[src/rtl/cnn_pkg.sv]
// Shared CNN pipeline constants: default pixel width, per-layer feature-map
// geometry and the helper used to size row/column counters.
package cnn_pkg;

   localparam int DEFAULT_DATA_WIDTH = 8;

   localparam int CONV1_IMG_W = 26;
   localparam int CONV1_IMG_H = 26;
   localparam int POOL1_IMG_W = CONV1_IMG_W / 2;
   localparam int POOL1_IMG_H = CONV1_IMG_H / 2;

   // Width of a counter that must reach n-1; never narrower than one bit.
   function automatic int cntWidth(input int n);
      return (n > 1) ? $clog2(n) : 1;
   endfunction

   localparam int CONV1_COL_W = cntWidth(CONV1_IMG_W);
   localparam int CONV1_ROW_W = cntWidth(CONV1_IMG_H);

endpackage

[src/rtl/pool22_row_buffer.sv]
// Half-width line store holding the even-row pair maxima until the odd row
// that closes each 2x2 window reads them back (combinational read).
module pool22_row_buffer #(
   parameter int DATA_WIDTH = 8,
   parameter int DEPTH      = 13,
   parameter int AW         = 4
) (
   input  logic                  clk,
   input  logic                  wr_en_i,
   input  logic [AW-1:0]         wr_addr_i,
   input  logic [DATA_WIDTH-1:0] wr_data_i,
   input  logic [AW-1:0]         rd_addr_i,
   output logic [DATA_WIDTH-1:0] rd_data_o
);

   logic [DATA_WIDTH-1:0] mem [DEPTH];

   always_ff @(posedge clk) begin
      if (wr_en_i) begin
         mem[wr_addr_i] <= wr_data_i;
      end
   end

   assign rd_data_o = mem[rd_addr_i];

endmodule

[src/rtl/pool22_maxpool.sv]
// Streaming 2x2 stride-2 max pooling over a raster-ordered feature map with
// no backpressure; one pooled pixel leaves one cycle after its window closes.
module pool22_maxpool #(
   parameter int DATA_WIDTH = cnn_pkg::DEFAULT_DATA_WIDTH,
   parameter int IMG_W      = cnn_pkg::CONV1_IMG_W,
   parameter int IMG_H      = cnn_pkg::CONV1_IMG_H,
   parameter int SIGNED_CMP = 0
) (
   input  logic                  clk,
   input  logic                  rst,
   input  logic                  in_valid,
   input  logic [DATA_WIDTH-1:0] in_data,
   output logic                  out_valid,
   output logic [DATA_WIDTH-1:0] out_data,
   output logic                  frame_done
);

   import cnn_pkg::*;

   localparam int CW     = cntWidth(IMG_W);
   localparam int RW     = cntWidth(IMG_H);
   localparam int HALF_W = IMG_W / 2;
   localparam int HALF_H = IMG_H / 2;
   localparam int AW     = cntWidth(HALF_W);

   localparam logic [CW-1:0] LAST_COL     = CW'(IMG_W - 1);
   localparam logic [RW-1:0] LAST_ROW     = RW'(IMG_H - 1);
   localparam logic [CW-1:0] LAST_WIN_COL = CW'(2 * HALF_W - 1);
   localparam logic [RW-1:0] LAST_WIN_ROW = RW'(2 * HALF_H - 1);
   localparam bit            ODD_H        = (IMG_H % 2) != 0;

   function automatic logic [DATA_WIDTH-1:0] maxOf(input logic [DATA_WIDTH-1:0] a,
                                                   input logic [DATA_WIDTH-1:0] b);
      if (SIGNED_CMP != 0) begin
         return ($signed(a) >= $signed(b)) ? a : b;
      end
      return (a >= b) ? a : b;
   endfunction

   logic [CW-1:0]         colQ, colD;
   logic [RW-1:0]         rowQ, rowD;
   logic [DATA_WIDTH-1:0] pairQ, pairD;
   logic                  outValidQ;
   logic [DATA_WIDTH-1:0] outDataQ, outDataD;
   logic                  frameDoneQ;

   logic [DATA_WIDTH-1:0] pairMax;
   logic [DATA_WIDTH-1:0] rbRdata;
   logic [AW-1:0]         rbAddr;
   logic                  rowUsable;
   logic                  wrEn;
   logic                  fire;
   logic                  lastWin;

   // An odd trailing row still advances the counters but never touches the buffer.
   always_comb begin
      pairMax   = maxOf(pairQ, in_data);
      rbAddr    = AW'(colQ >> 1);
      rowUsable = !(ODD_H && (rowQ == LAST_ROW));
      wrEn      = in_valid && colQ[0] && !rowQ[0] && rowUsable;
      fire      = in_valid && colQ[0] && rowQ[0];
      lastWin   = (colQ == LAST_WIN_COL) && (rowQ == LAST_WIN_ROW);

      colD     = colQ;
      rowD     = rowQ;
      pairD    = pairQ;
      outDataD = outDataQ;
      if (in_valid) begin
         if (colQ == LAST_COL) begin
            colD = '0;
            rowD = (rowQ == LAST_ROW) ? '0 : rowQ + RW'(1);
         end else begin
            colD = colQ + CW'(1);
         end
         if (!colQ[0]) begin
            pairD = in_data;
         end
      end
      if (fire) begin
         outDataD = maxOf(pairMax, rbRdata);
      end
   end

   always_ff @(posedge clk or posedge rst) begin
      if (rst) begin
         colQ       <= '0;
         rowQ       <= '0;
         pairQ      <= '0;
         outValidQ  <= 1'b0;
         outDataQ   <= '0;
         frameDoneQ <= 1'b0;
      end else begin
         colQ       <= colD;
         rowQ       <= rowD;
         pairQ      <= pairD;
         outValidQ  <= fire;
         outDataQ   <= outDataD;
         frameDoneQ <= fire && lastWin;
      end
   end

   pool22_row_buffer #(
      .DATA_WIDTH (DATA_WIDTH),
      .DEPTH      (HALF_W),
      .AW         (AW)
   ) u_row_buffer (
      .clk       (clk),
      .wr_en_i   (wrEn),
      .wr_addr_i (rbAddr),
      .wr_data_i (pairMax),
      .rd_addr_i (rbAddr),
      .rd_data_o (rbRdata)
   );

   assign out_valid  = outValidQ;
   assign out_data   = outDataQ;
   assign frame_done = frameDoneQ;

endmodule
[config.mk]
export PLATFORM = sky130hd
export DESIGN_NAME = pool22_maxpool
export DESIGN_NICKNAME = d
export VERILOG_FILES = /design/src/rtl/cnn_pkg.sv /design/src/rtl/pool22_row_buffer.sv /design/src/rtl/pool22_maxpool.sv
export SDC_FILE = /design/constraint.sdc
export NUM_CORES = 1
export LEC_CHECK = 0
export CAP_MARGIN = 0
export CORE_MARGIN = 2
export CORE_UTILIZATION = 32
export CTS_CLUSTER_SIZE = 24
export DETAILED_ROUTE_END_ITERATION = 12
export GPL_TIMING_DRIVEN = 0
export HOLD_SLACK_MARGIN = 0.03
export PLACE_DENSITY = 0.53
export SETUP_SLACK_MARGIN = 0.05
export SYNTH_ARGS = -nofsm -noshare
export SYNTH_HDL_FRONTEND = slang
export SYNTH_SLANG_ARGS = --single-unit
[constraint.sdc]
create_clock -name clk -period 4.6 [get_ports clk]
set_input_delay 0.92 -clock clk [delete_from_list [all_inputs] [get_ports clk]]
set_output_delay 0.92 -clock clk [all_outputs]
set_load 0.02 [all_outputs]
### Supply network

Scale bar: 50 µm. Pins as bars on the die edge.
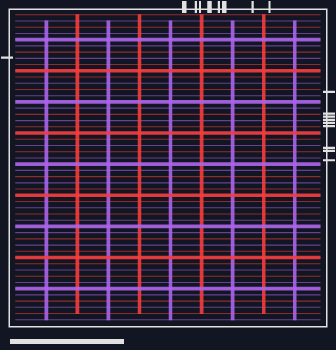
Key: red = VDD; purple = VSS
50 met1 rails follow the rows. 21 signal pins sit on the boundary. 9 straps on met5. 9 straps on met4.

### Placement by cell class

Fill, decap, tap and diode cells in gray.
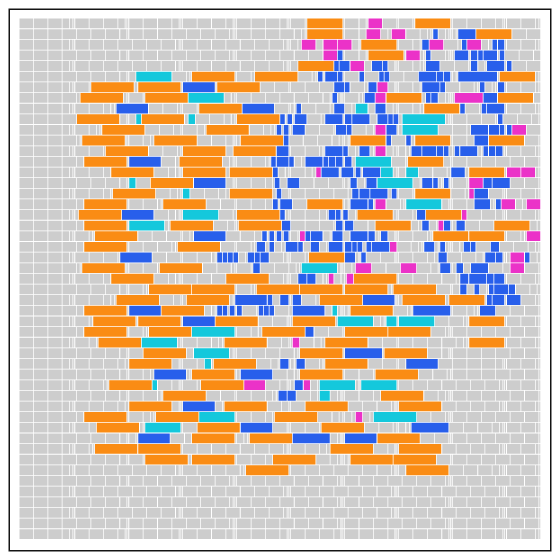
Key: blue = combinational and other logic [cells 230]; orange = sequential cells [cells 132]; magenta = remaining buffers and delay cells [cells 40]; cyan = clock drivers and dummy loads [cells 32]

### Routed clock nets over the placement

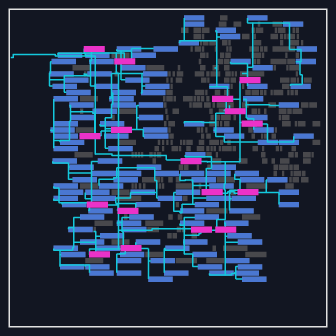
Key: cyan = clock wires [length 1600 µm]; blue = flip-flops [count 132]; magenta = clock drivers [count 17]
There are 18 routed clock nets.

==> run notes <==
run results: Total Power 0.00427 W, Post-Syn Instances 377, min Tclk post-route 4.27 ns, sequential power share 0.362, power share of the clock group 0.311, largest net degree at the start of global routing 29, Area growth, synth to finish 19.6%, DR DRC count 0, pwr dens 621 mW/mm², total negative slack 0 ns, aoi share 0.0685, Final Hold Viols 0, CTS root buf clkbuf_16, critical path launch point type input pin, Simple Share, Synth 0.0774, total CTS buffers 17, fillers 1647, standard-cell row count 49, Worst-path clk slew 0.05 ns, normalized max-slew margin 0.241, hold buffers post-CTS 0, Worst Path Arrival 4.54 ns, Final Util 0.387, R2R depth 13, Top Layout Cells 104 x edfxtp_1, 44 x nand2_1, 28 x dfrtp_1, P_sw 0.00133 W, final slew viol count 0, Max Buffers Root-to-Sink 2, placed inst area 0.00624 mm², pre-CTS WS -0.492 ns, WS Path Type in2reg, Post-synth EDFFs 104, routability-driven placement congestion ratio 0.875, vias per cell 4.92, via count 3260, H-tree levels 4, unrepaired setup endpoints after global routing false, count of tool warnings 28, GRT Util Overall 0.133, yosys stat area 0.00575 mm², Largest cells by area edfxtp_1 54%, dfrtp_1 12%, mux4_2 7.8%, period utilization 0.928, die area 0.0191 mm², top cell type's share of synthesized area 0.543, Core Footprint 0.0178 mm², Peak VDD IR 0.277 mV, top cells by count 104 x edfxtp_1, 44 x nand2_1, 28 x dfrtp_1, Adder Share, Synth 0.0435, Dominant Register Cell edfxtp_1, worst hold endpoint out_data[7]$_DFFE_PP0P_, Layout Cells excl Fill 663, # resized after CTS 2, CP required 4.87 ns, Critical Path End Type register, Hold Startpoint out_data[7]$_DFFE_PP0P_, Critical R2R Launch pairQ[2]$_DFFE_PP0P_, Setup WS post-layout 0.331 ns, Synth Warn # 0, crit path to out_data[3]$_DFFE_PP0P_, TritonCTS clock tree built, worst setup path startpoint in_data[2], drt wl/cell 18.2 µm, syn avg cell area 15.3 µm², Top logic family multiplexers, Commonest Layout Cell edfxtp_1, nets@finish 452, max_cap viols 0, Async SR Flop Fraction 0.212, ys cells 377, first-pass GRT wire length 19100 µm, R2R Setup Slk 1.02 ns, Post-CTS Setup Inserts 0, most frequent cell after synthesis edfxtp_1, switching share of total power 0.312, final instance area 0.00688 mm², post-DP HPWL 7980 µm, dpl cells 626, cell area after synthesis 0.00575 mm², drt first pass iters 4, initial antenna violation count 0, Pleak 2.52 nW, io pins 21, Seq cells post-synth 132, worst flop-to-flop path endpoint out_data[3]$_DFFE_PP0P_, diode count 0, register area share after synthesis 0.665, share of total power in combinational logic 0.327, Fmax 0.234 GHz, Final Setup Violations 0, worst-margin pin slew 1.14 ns, post-route antenna net violation count 0, hold crit path type reg2reg, internal power 0.00294 W, Netlist cell types 42, clk_skew 0.0109 ns, Min Hold Slack 0.505 ns, chip height 138 µm, status finished clean, yosys xor share 0, crit path max fanout 14
### Signal wires by layer

Scale bar: 50 µm. Two of the layers only.
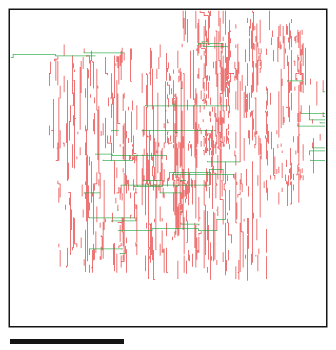
Key: red = metal 2 [wire length 5610 µm]; green = metal 3 [wire length 500 µm]

### Clock nets

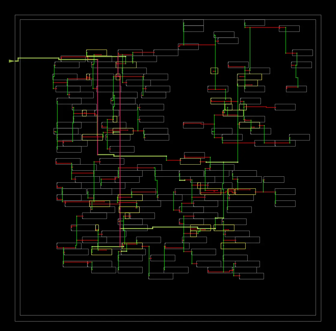
Sink Count: 132
Clock Buffer Count: 17
Latency at later pin: 0.41 ns

==> registers in the layout, indices dropped and copies added (netlist names) <==
name              count
rowQ                  5
out_valid             1
out_data              8
u_row_buffer.mem    104
frame_done            1
colQ                  5
pairQ                 8
==> power by group through the flow <==
stage                     registers [W]  clock network [W]  logic, W
after CTS                       0.00155            0.00136   0.00132
after global placement          0.00156                  0   0.00129
after detailed placement        0.00157                  0   0.00131
after floorplan                 0.00158                  0  0.000886
final                           0.00155            0.00133   0.00140
after global routing            0.00156            0.00141   0.00154
==> worst max-delay path, cell delays in order <==
cell	delay (ns)
clkdlybuf4s50_1	0.50
inv_1	0.07
ha_1	0.31
a211oi_1	0.22
o21ai_1	0.16
a41oi_4	0.22
buf_12	0.16
mux2i_1	0.37
inv_2	0.23
ha_1	0.36
a21oi_1	0.14
o21ai_0	0.12
a21oi_2	0.26
nand2b_1	0.34
o211ai_1	0.16
==> kinds of logic after synthesis <==
group | count (synthesis)
AOI/OAI and AO/OA | 57
adders and majority gates | 20
buffers and inverters | 37
DFF | 132
muxes | 35
and+or+nand+nor | 96
==> layout make-up <==
class / count / area (µm²) / area share
tap: 229 / 287 / 0.0416
multi-input combinational: 208 / 1760 / 0.255
timing repair buffer: 26 / 258 / 0.0375
buffer: 14 / 85.1 / 0.0124
clock buffer: 17 / 425 / 0.0618
clock inverter: 15 / 163 / 0.0236
inverter: 22 / 82.6 / 0.0120
sequential: 132 / 3820 / 0.556
==> metal layers <==
metal | GRT usage | vias to the layer above | routed length, µm
li1 | - | 1535 | -
met5 | 0 | - | 0
met2 | 0.200 | 74 | 5610
met4 | 0.0559 | 0 | 262
met1 | 0.184 | 1638 | 5720
met3 | 0.0346 | 13 | 499
Power is estimated from default activity; no workload was simulated.
